<file path="src/rtl/prml_viterbi_decoder.sv">
// 4-state PR4 (1-D^2) Viterbi detector with register-exchange survivor memory.
// State s = {x[n-1], x[n-2]}; input bit b moves s to {b, s[1]}.
// Optional lock detector enabled by defining PRML_SYNC_DETECT_EN; otherwise sync_locked is 0.
module prml_viterbi_decoder #(
  parameter int unsigned SAMPLE_WIDTH  = 10,
  parameter int unsigned METRIC_WIDTH  = 16,
  parameter int unsigned TRACEBACK_LEN = 32,
  parameter int unsigned LOCK_THRESH   = 64,
  parameter int unsigned LOCK_COUNT    = 16
) (
  input  logic                           clk,
  input  logic                           reset,
  input  logic                           enable,
  input  logic signed [SAMPLE_WIDTH-1:0] sample_in,
  input  logic                           sample_valid,
  input  logic signed [SAMPLE_WIDTH-1:0] level_neg2,
  input  logic signed [SAMPLE_WIDTH-1:0] level_zero,
  input  logic signed [SAMPLE_WIDTH-1:0] level_pos2,
  output logic                           bit_out,
  output logic                           bit_valid,
  output logic [METRIC_WIDTH-1:0]        min_path_metric,
  output logic [1:0]                     min_state,
  output logic                           sync_locked
);

  localparam int unsigned BmWidth  = SAMPLE_WIDTH + 2;
  localparam int unsigned CntWidth = $clog2(TRACEBACK_LEN + 1);
  localparam logic [CntWidth-1:0] CntMax = CntWidth'(TRACEBACK_LEN);

  typedef logic [METRIC_WIDTH-1:0]  metric_t;
  typedef logic [TRACEBACK_LEN-1:0] path_t;
  typedef logic [BmWidth-1:0]       bm_t;

  metric_t             pm_q       [4];
  path_t               path_q     [4];
  metric_t             cand_lo    [4];
  metric_t             cand_hi    [4];
  logic                sel_hi     [4];
  metric_t             acs_metric [4];
  metric_t             pm_norm    [4];
  path_t               acs_path   [4];
  logic [CntWidth-1:0] step_cnt_q;
  logic [CntWidth-1:0] step_cnt_d;
  bm_t                 bm_neg2;
  bm_t                 bm_zero;
  bm_t                 bm_pos2;
  metric_t             best_metric;
  logic [1:0]          best_state;
  logic                decode_ready;
  logic                step;

  // |a - b| in two extra bits so the difference of two full-range samples cannot wrap.
  function automatic bm_t abs_diff(input logic signed [SAMPLE_WIDTH-1:0] a,
                                   input logic signed [SAMPLE_WIDTH-1:0] b);
    logic signed [BmWidth-1:0] d;
    d = {{2{a[SAMPLE_WIDTH-1]}}, a} - {{2{b[SAMPLE_WIDTH-1]}}, b};
    return d[BmWidth-1] ? bm_t'(-d) : bm_t'(d);
  endfunction

  // Path metric plus branch metric, clamped at the all-ones metric value.
  function automatic metric_t sat_add(input metric_t a, input bm_t b);
    logic [METRIC_WIDTH:0] sum;
    sum = {1'b0, a} + {{(METRIC_WIDTH + 1 - BmWidth){1'b0}}, b};
    return sum[METRIC_WIDTH] ? '1 : sum[METRIC_WIDTH-1:0];
  endfunction

  assign step = enable & sample_valid;

  // Only three distinct expected levels exist, so three branch metrics cover all eight branches.
  assign bm_neg2 = abs_diff(sample_in, level_neg2);
  assign bm_zero = abs_diff(sample_in, level_zero);
  assign bm_pos2 = abs_diff(sample_in, level_pos2);

  // Add-compare-select and register exchange for each next state {b, s1}.
  for (genvar ns = 0; ns < 4; ns++) begin : g_acs
    localparam int unsigned PLo = 2 * (ns % 2);
    localparam int unsigned PHi = PLo + 1;
    localparam logic        B   = (ns >= 2);

    // Predecessor {s1,0}: b=0 keeps the level at zero, b=1 steps up to +2.
    assign cand_lo[ns] = sat_add(pm_q[PLo], B ? bm_pos2 : bm_zero);
    // Predecessor {s1,1}: b=1 keeps the level at zero, b=0 steps down to -2.
    assign cand_hi[ns] = sat_add(pm_q[PHi], B ? bm_zero : bm_neg2);
    // Ties resolve toward the predecessor with s[0]=0.
    assign sel_hi[ns]     = (cand_hi[ns] < cand_lo[ns]);
    assign acs_metric[ns] = sel_hi[ns] ? cand_hi[ns] : cand_lo[ns];
    assign acs_path[ns]   = sel_hi[ns] ? {path_q[PHi][TRACEBACK_LEN-2:0], B}
                                       : {path_q[PLo][TRACEBACK_LEN-2:0], B};
    assign pm_norm[ns]    = acs_metric[ns] - best_metric;
  end

  // Best new metric and its state; strict compares keep the lowest index on ties.
  always_comb begin
    best_metric = acs_metric[0];
    best_state  = 2'd0;
    if (acs_metric[1] < best_metric) begin
      best_metric = acs_metric[1];
      best_state  = 2'd1;
    end
    if (acs_metric[2] < best_metric) begin
      best_metric = acs_metric[2];
      best_state  = 2'd2;
    end
    if (acs_metric[3] < best_metric) begin
      best_metric = acs_metric[3];
      best_state  = 2'd3;
    end
  end

  // Steps since reset saturate once the survivor memory is full.
  assign step_cnt_d   = (step_cnt_q == CntMax) ? CntMax : step_cnt_q + 1'b1;
  assign decode_ready = (step_cnt_d == CntMax);

  // Metric, survivor, step-counter and output registers; everything holds while not stepping.
  always_ff @(posedge clk or posedge reset) begin
    if (reset) begin
      pm_q            <= '{default: '0};
      path_q          <= '{default: '0};
      step_cnt_q      <= '0;
      bit_out         <= 1'b0;
      bit_valid       <= 1'b0;
      min_path_metric <= '0;
      min_state       <= 2'd0;
    end else begin
      bit_valid <= 1'b0;
      if (step) begin
        pm_q            <= pm_norm;
        path_q          <= acs_path;
        step_cnt_q      <= step_cnt_d;
        min_path_metric <= best_metric;
        min_state       <= best_state;
        bit_valid       <= decode_ready;
        if (decode_ready) begin
          bit_out <= acs_path[best_state][TRACEBACK_LEN-1];
        end
      end
    end
  end

  // The oldest survivor bit is shifted out by the exchange and never read from the registers.
  logic unused_path_msb;
  assign unused_path_msb = path_q[0][TRACEBACK_LEN-1] ^ path_q[1][TRACEBACK_LEN-1] ^
                           path_q[2][TRACEBACK_LEN-1] ^ path_q[3][TRACEBACK_LEN-1];

`ifdef PRML_SYNC_DETECT_EN
  localparam int unsigned LockWidth = $clog2(LOCK_COUNT + 1);
  localparam logic [LockWidth-1:0] LockMax = LockWidth'(LOCK_COUNT);

  logic [LockWidth-1:0] lock_cnt_q;
  logic [LockWidth-1:0] lock_cnt_d;
  logic                 metric_good;

  assign metric_good = (best_metric < METRIC_WIDTH'(LOCK_THRESH));

  // Consecutive good steps count up to the lock limit; one bad step restarts qualification.
  always_comb begin
    lock_cnt_d = lock_cnt_q;
    if (metric_good) begin
      if (lock_cnt_q != LockMax) begin
        lock_cnt_d = lock_cnt_q + 1'b1;
      end
    end else begin
      lock_cnt_d = '0;
    end
  end

  // Lock counter advances only on decoder steps.
  always_ff @(posedge clk or posedge reset) begin
    if (reset) begin
      lock_cnt_q <= '0;
    end else if (step) begin
      lock_cnt_q <= lock_cnt_d;
    end
  end

  assign sync_locked = (lock_cnt_q == LockMax);
`else
  logic unused_lock_cfg;
  assign unused_lock_cfg = ^{LOCK_THRESH, LOCK_COUNT};
  assign sync_locked     = 1'b0;
`endif

endmodule

</file>
<file path="config.mk">
export PLATFORM = sky130hd
export DESIGN_NAME = prml_viterbi_decoder
export DESIGN_NICKNAME = d
export VERILOG_FILES = /design/src/rtl/prml_viterbi_decoder.sv
export SDC_FILE = /design/constraint.sdc
export NUM_CORES = 1
export LEC_CHECK = 0
export CAP_MARGIN = 20
export CORE_UTILIZATION = 30
export DETAILED_ROUTE_END_ITERATION = 7
export GPL_TIMING_DRIVEN = 1
export REMOVE_ABC_BUFFERS = 1
export SKIP_CTS_REPAIR_TIMING = 1
export SLEW_MARGIN = 25
export SYNTH_ARGS = -nofsm -noshare
export SYNTH_HDL_FRONTEND = slang
export SYNTH_SLANG_ARGS = --single-unit
</file>
<file path="constraint.sdc">
create_clock -name clk -period 28.7 [get_ports clk]
set_input_delay 2.87 -clock clk [delete_from_list [all_inputs] [get_ports clk]]
set_output_delay 2.87 -clock clk [all_outputs]
set_load 0.03 [all_outputs]
</file>
==> run_1/m1.png <==
Bar = 100 um. Supply wires on this layer in gray.
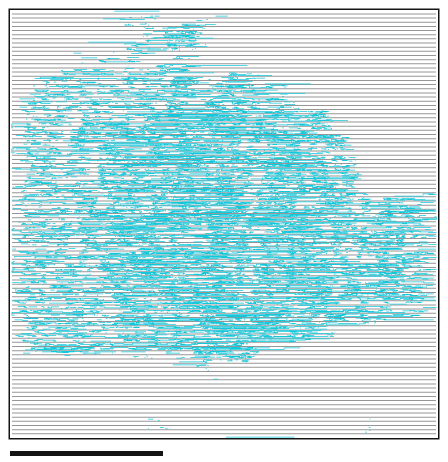
main direction = horizontal
share of all routed wire = 46%
nets with wire on the layer = 3119
wire length on this layer = 35.6 mm
WL final: 77.0 mm
global routing usage on met1: 27.0%
DR vias: 21300

==> run_1/m2.png <==
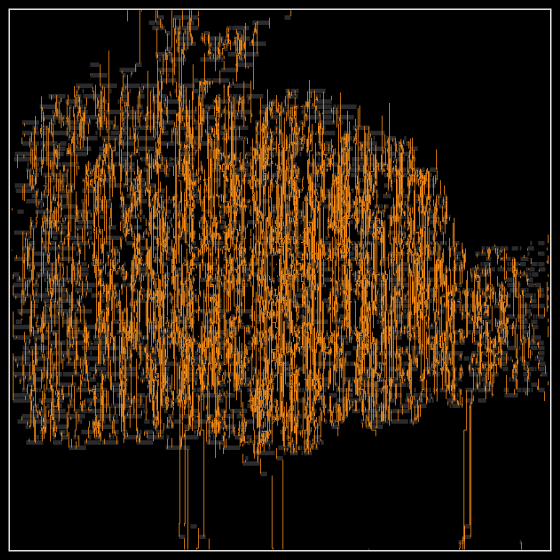
share of all routed wire = 43%
longest straight run = 85.3 um
main direction = vertical
grt met2 use: 30.8%

==> flow_metrics.tcl, run 1 <==
# implementation run metrics
set metrics [dict create \
    outcome "finished clean" \
    cts_buffers 27 \
    r2r-end "pm_q[58]" \
    coreArea_um2 76200 \
    wl_met3_mm 5.11 \
    finalSetupViolCount 0 \
    cp-endpoint "pm_q[58]" \
    mux_share_pct 7.36 \
    crit_family "AND-OR/OR-AND gates" \
    n_clock_buffer 37 \
    max_freq_mhz 44.8 \
    nWellTaps 1030 \
    slowest_delay_ns 0.73 \
    synth_cells 2919 \
    arrival_ns 22.76 \
    min_from "path_q[0]" \
    antenna_found_initial 0 \
    synthSimpleGateAreaFrac_pct 18.6 \
    ff_type "dfrtp_1" \
    lay_top_cells "nand2_1 (353), ha_1 (269), o21ai_0 (257)" \
    signal_buffers 100 \
    critPathCaptureType "register" \
    track_usage_pct 19.4 \
    insertion_delay_ns 0.58 \
    clockRootBuffer "clkbuf_16" \
    design.seq.count 209 \
    fin_crit_sh_pct 77.8 \
    drtAntennaViolNets 0 \
    postSynthAreaPerCell_um2 7.94 \
    htreeDepth 1 \
    clock-sinks 209 \
    drtPass1Iterations 6 \
    met1_length_mm 35.6 \
    buffer_area_share_pct 3.52 \
    dominant_cells "multi-input combinational cells" \
    viasPerCell 5.33 \
    skew_ns 0.0273 \
    slew_headroom_pct 19.7 \
    hold_depth 1 \
    synth_cell_type_count 107 \
    fillers 8002 \
    ios 65 \
    drtIter0Drc 1697 \
    crit_start "sample_in[0]" \
    path_buffers 10 \
]
==> run_1/m3.png <==
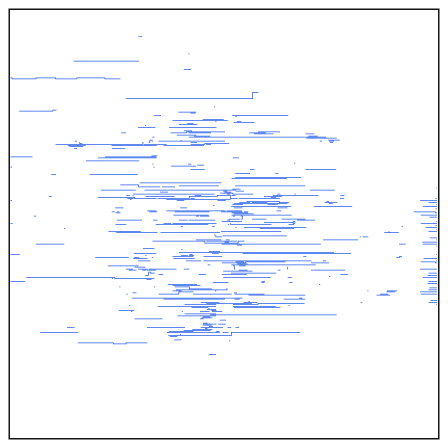
wire length on this layer = 5110 um
nets with wire on the layer = 271
share of all routed wire = 6.6%
GR Util met3: 2.34%

==> run 1: logic make-up after synthesis <==
| kind of cell | Yosys count |
|---|---|
| AND-OR/OR-AND | 859 |
| multiplexers | 168 |
| XOR/XNOR | 183 |
| flip-flops | 209 |
| other | 1 |
| buffers and inverters | 280 |
| AND/OR/NAND/NOR | 929 |
| adder cells (fa/ha/maj) | 290 |
==> run 1: synthesized netlist by cell type (all sizes together), types with 6 or more instances <==
cell type,number
a2111oi,6
a211o,6
a211oi,27
a21boi,8
a21o,96
a21oi,209
a221oi,10
a31oi,23
and2,21
and3,15
buf,21
clkbuf,89
dfrtp,209
fa,11
ha,269
inv,170
maj3,10
mux2,14
mux2i,154
nand2,356
nand2b,45
nand3,44
nand4,31
nor2,256
nor2b,21
nor3,42
nor3b,11
nor4,17
o2111ai,7
o211ai,16
o21a,29
o21ai,275
o21bai,40
o221ai,7
o311ai,9
o31a,6
o31ai,30
or2,17
or3,27
or4,8
xnor2,137
xor2,46
==> run 1: state kept, by name (all words and copies together), names as in the netlist <==
register,count
step_cnt_q,6
pm_q,64
path_q,119
min_path_metric,16
bit_out,1
bit_valid,1
min_state,2
==> run 1: metal layers <==
| layer | vias to the layer above | track usage (%) |
|---|---|---|
| met5 | - | 0 |
| li1 | 10500 | - |
| met4 | 0 | 6.52 |
| met2 | 647 | 30.8 |
| met1 | 9961 | 27.0 |
| met3 | 139 | 2.34 |
--- run 2 (diff from run 1) ---
==> constraint.sdc (replaced) <==
create_clock -name clk -period 23 [get_ports clk]
set_input_delay 2.3 -clock clk [delete_from_list [all_inputs] [get_ports clk]]
set_output_delay 2.3 -clock clk [all_outputs]
set_load 0.03 [all_outputs]
==> run_2/m2.png <==
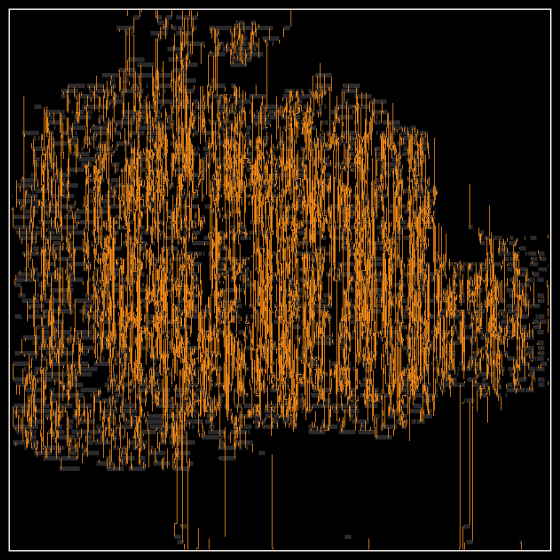
nets with wire on the layer = 2668
main direction = vertical
WL final: 78.2 mm
grt met2 use: 31.1%

==> run_2/m3.png <==
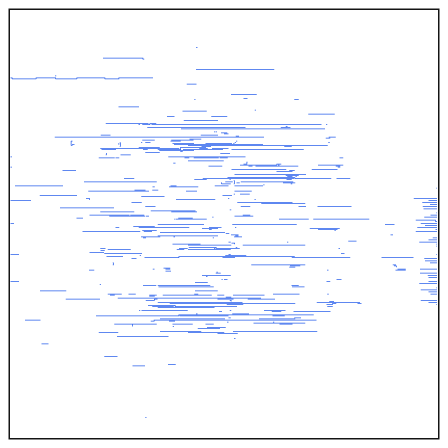
longest straight run = 137 um
share of all routed wire = 6.5%
GR Util met3: 2.47%
DR vias: 21400

==> flow_metrics.tcl, run 2 <==
# implementation run metrics
set metrics [dict create \
    critPathCaptureType "register" \
    clockRootBuffer "clkbuf_16" \
    grt_util_met1_pct 27.5 \
    r2r-end "pm_q[42]" \
    crit_start "sample_in[0]" \
    route.met2.wl_mm 34.3 \
    diodes 0 \
    regMostFlops "path_q" \
    max_freq_mhz 46.5 \
    largest_reg_flops 119 \
    synthTopCellsByCount "nand2_1 (354), ha_1 (269), o21ai_0 (257), nor2_1 (255), dfrtp_1 (209)" \
    finalSetupViolCount 0 \
    min_from "path_q[0]" \
    synth_cells 2919 \
    coreArea_um2 76200 \
    drtPass1Iterations 6 \
    wl_met3_mm 5.05 \
    fin_crit_sh_pct 93.4 \
    htreeDepth 1 \
    hold_depth 1 \
    lay_top_cells "nand2_1 (353), ha_1 (269), nor2_1 (254), o21ai_0 (254), dfrtp_1 (209)" \
    reg_top3 "path_q: 119 flops, pm_q: 64 flops, min_path_metric: 16 flops" \
    ios 65 \
    stdcell_count 4010 \
    synth.most_common_cell "nand2_1" \
    cp-endpoint "pm_q[42]" \
    drtIter0Drc 1593 \
    drtAntennaViolNets 0 \
    insertion_delay_ns 0.57 \
    antenna_found_initial 0 \
    clock-sinks 209 \
    postSynthAreaPerCell_um2 7.94 \
    synth_cell_type_count 107 \
    arrival_ns 21.94 \
    busiest_layer "met2" \
    cts_buffers 26 \
    ff_type "dfrtp_1" \
    outcome "finished clean" \
    met1_length_mm 36.5 \
    viasPerCell 5.34 \
    track_usage_pct 19.6 \
    slowest_delay_ns 0.80 \
]
==> run 2: cell count changes in the layout (fill, tap and decap cells not counted), moves of 2 or more <==
cell      previous run  this run
inv_6                3         1
buf_4               36        50
o21ai_0            257       254
clkbuf_1             6         3
o21ai_1             14        17
==> run 2: metrics by stage <==
step,hold WS [ns],util (%)
5_1_grt,0.495,34.2
6_report,0.468,34.2
4_1_cts,0.475,34.1
3_5_place_dp,0.458,33.0
2_1_floorplan,0.435,-
3_3_place_gp,0.450,33.0
==> run 2: logic make-up (layout without fill, tap and decap cells) <==
| family | after synthesis | after routing | synth area share (%) |
|---|---|---|---|
| AOI/OAI and AO/OA | 859 | 859 | 24.0 |
| xor gates and xnor gates | 183 | 183 | 6.91 |
| adders and majority gates | 290 | 290 | 15.9 |
| buffers and inverters | 280 | 333 | 4.66 |
| DFF | 209 | 209 | 22.6 |
| muxes | 168 | 168 | 7.36 |
| other | 1 | 9 | 0.0162 |
| and+or+nand+nor | 929 | 929 | 18.6 |
==> run 2: worst max-delay path, delay by kind of cell <==
kind | cells | cell delay (ns)
compound gates | 44 | 9.86
xor+xnor | 1 | 0.16
fa+ha+maj | 9 | 2.89
buf+inv | 10 | 2.64
mux | 2 | 0.91
simple gates | 15 | 3.08
==> run 2: cell type report <==
| class | count | area [um2] |
|---|---|---|
| clock buffer | 35 | 756 |
| clock inverter | 12 | 105 |
| fill | 8075 | 50100 |
| inverter | 170 | 646 |
| multi-input combinational | 2438 | 17000 |
| sequential | 209 | 5230 |
| tap | 1030 | 1290 |
| timing repair buffer | 116 | 1060 |
--- run 3 (diff from run 2) ---
--- a/config.mk
+++ b/config.mk
@@ -5,10 +5,12 @@
 export SDC_FILE = /design/constraint.sdc
 export NUM_CORES = 1
 export LEC_CHECK = 0
+export ABC_CLOCK_PERIOD_IN_PS = 23000
 export CAP_MARGIN = 20
 export CORE_UTILIZATION = 30
+export CTS_BUF_LIST = sky130_fd_sc_hd__clkbuf_4
 export DETAILED_ROUTE_END_ITERATION = 7
-export GPL_TIMING_DRIVEN = 1
+export GPL_TIMING_DRIVEN = 0
 export REMOVE_ABC_BUFFERS = 1
 export SKIP_CTS_REPAIR_TIMING = 1
 export SLEW_MARGIN = 25
==> run_3/m1.png <==
Bar = 100 um. Supply wires on this layer in gray.
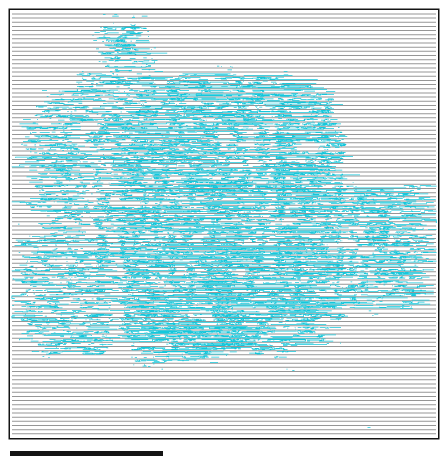
nets with wire on the layer = 3125
main direction = horizontal
wire length on this layer = 33.8 mm
WL final: 72.3 mm
global routing usage on met1: 24.7%
DR vias: 21300

==> run_3/m3.png <==
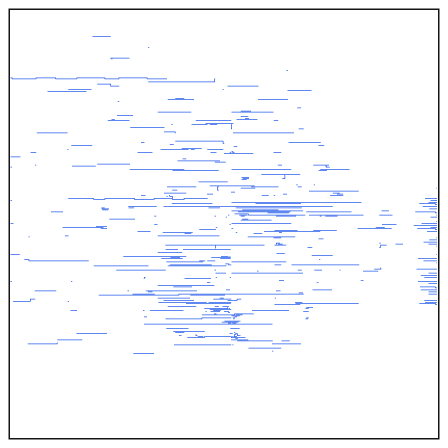
nets with wire on the layer = 246
main direction = horizontal
longest straight run = 110 um
wire length on this layer = 4300 um
share of all routed wire = 5.9%
GR Util met3: 2.58%

==> flow_metrics.tcl, run 3 <==
# implementation run metrics
set metrics [dict create \
    ff_type "dfrtp_1" \
    stdcell_count 4055 \
    regMostFlops "path_q" \
    critPathCaptureType "register" \
    arrival_ns 22.28 \
    coreArea_um2 76200 \
    drtIter0Drc 1453 \
    synthTopCellsByCount "nand2_1 (354), ha_1 (269), o21ai_0 (257), nor2_1 (255), dfrtp_1 (209)" \
    largest_reg_flops 119 \
    drtPass1Iterations 7 \
    slowest_delay_ns 0.57 \
    finalSetupViolCount 0 \
    hold_depth 2 \
    slew_headroom_pct 29.4 \
    outcome "finished clean" \
    cts_buffers 69 \
    crit_start "sample_in[0]" \
    synth_cells 2919 \
    drtAntennaViolNets 0 \
    final_util_pct 34.5 \
    htreeDepth 3 \
    insertion_delay_ns 0.80 \
]
-- run 3: cell counts after synthesis --
Identical to the previous run, type by type.
-- run 3: layout make-up --
| class | count | area [um2] |
|---|---|---|
| diodes | 2 | 5.00 |
| clock buffers | 103 | 773 |
| repair buffers | 86 | 1150 |
| inverters | 170 | 649 |
| well taps | 1030 | 1290 |
| clock inverters | 16 | 100 |
| fillers | 8027 | 49900 |
| flip-flops and latches | 209 | 5230 |
| multi-input cells | 2439 | 17100 |
-- run 3: logic make-up after synthesis --
logic type	after synthesis	share of synthesized area [%]
AND/OR/NAND/NOR	929	18.6
adder cells (fa/ha/maj)	290	15.9
flip-flops	209	22.6
AND-OR/OR-AND	859	24.0
multiplexers	168	7.36
other	1	0.0162
XOR/XNOR	183	6.91
buffers and inverters	280	4.66
-- run 3: path summary, 6_finish.rpt --
path / endpoint
min in group asynchronous: min_path_metric[3]
max in group asynchronous: pm_q[44]
worst max register to register: pm_q[58]
worst min register to register: path_q[65]
worst min-delay path: path_q[65]
worst max-delay path: pm_q[58]
-- run 3: metal layers --
layer / vias up / routed length, um / global-route usage [%]
li1: 10600 / - / -
met1: 9970 / 33800 / 24.7
met2: 575 / 32300 / 29.2
met3: 100 / 4300 / 2.58
met4: 0 / 1960 / 6.09
met5: - / 0 / 0
-- run 3: worst register-to-register path: cells and delay by family (launching register included) --
family          cells  cell delay, ns
compound gates     32            7.74
xor+xnor            1            0.23
fa+ha+maj          10            3.02
buf+inv             9            1.47
flops               1            0.41
simple gates       18            4.67

==> screenshots <==
Metal 4.
Supply wires on this layer in gray.
panel A
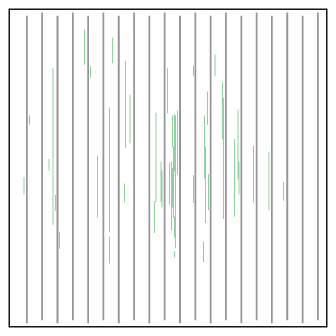
panel B
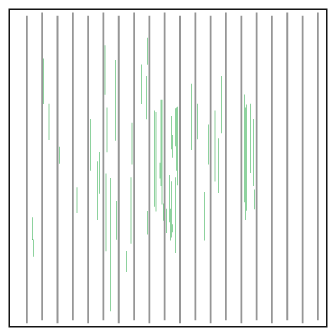
panel C
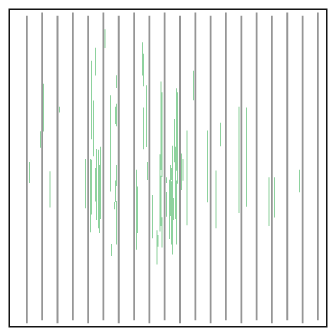
run 2 -> panel B
run 1 -> panel C
run 3 -> panel A

Key to panel A:
nets with wire on the layer = 34
longest straight run = 139 um
wire length on this layer = 1960 um

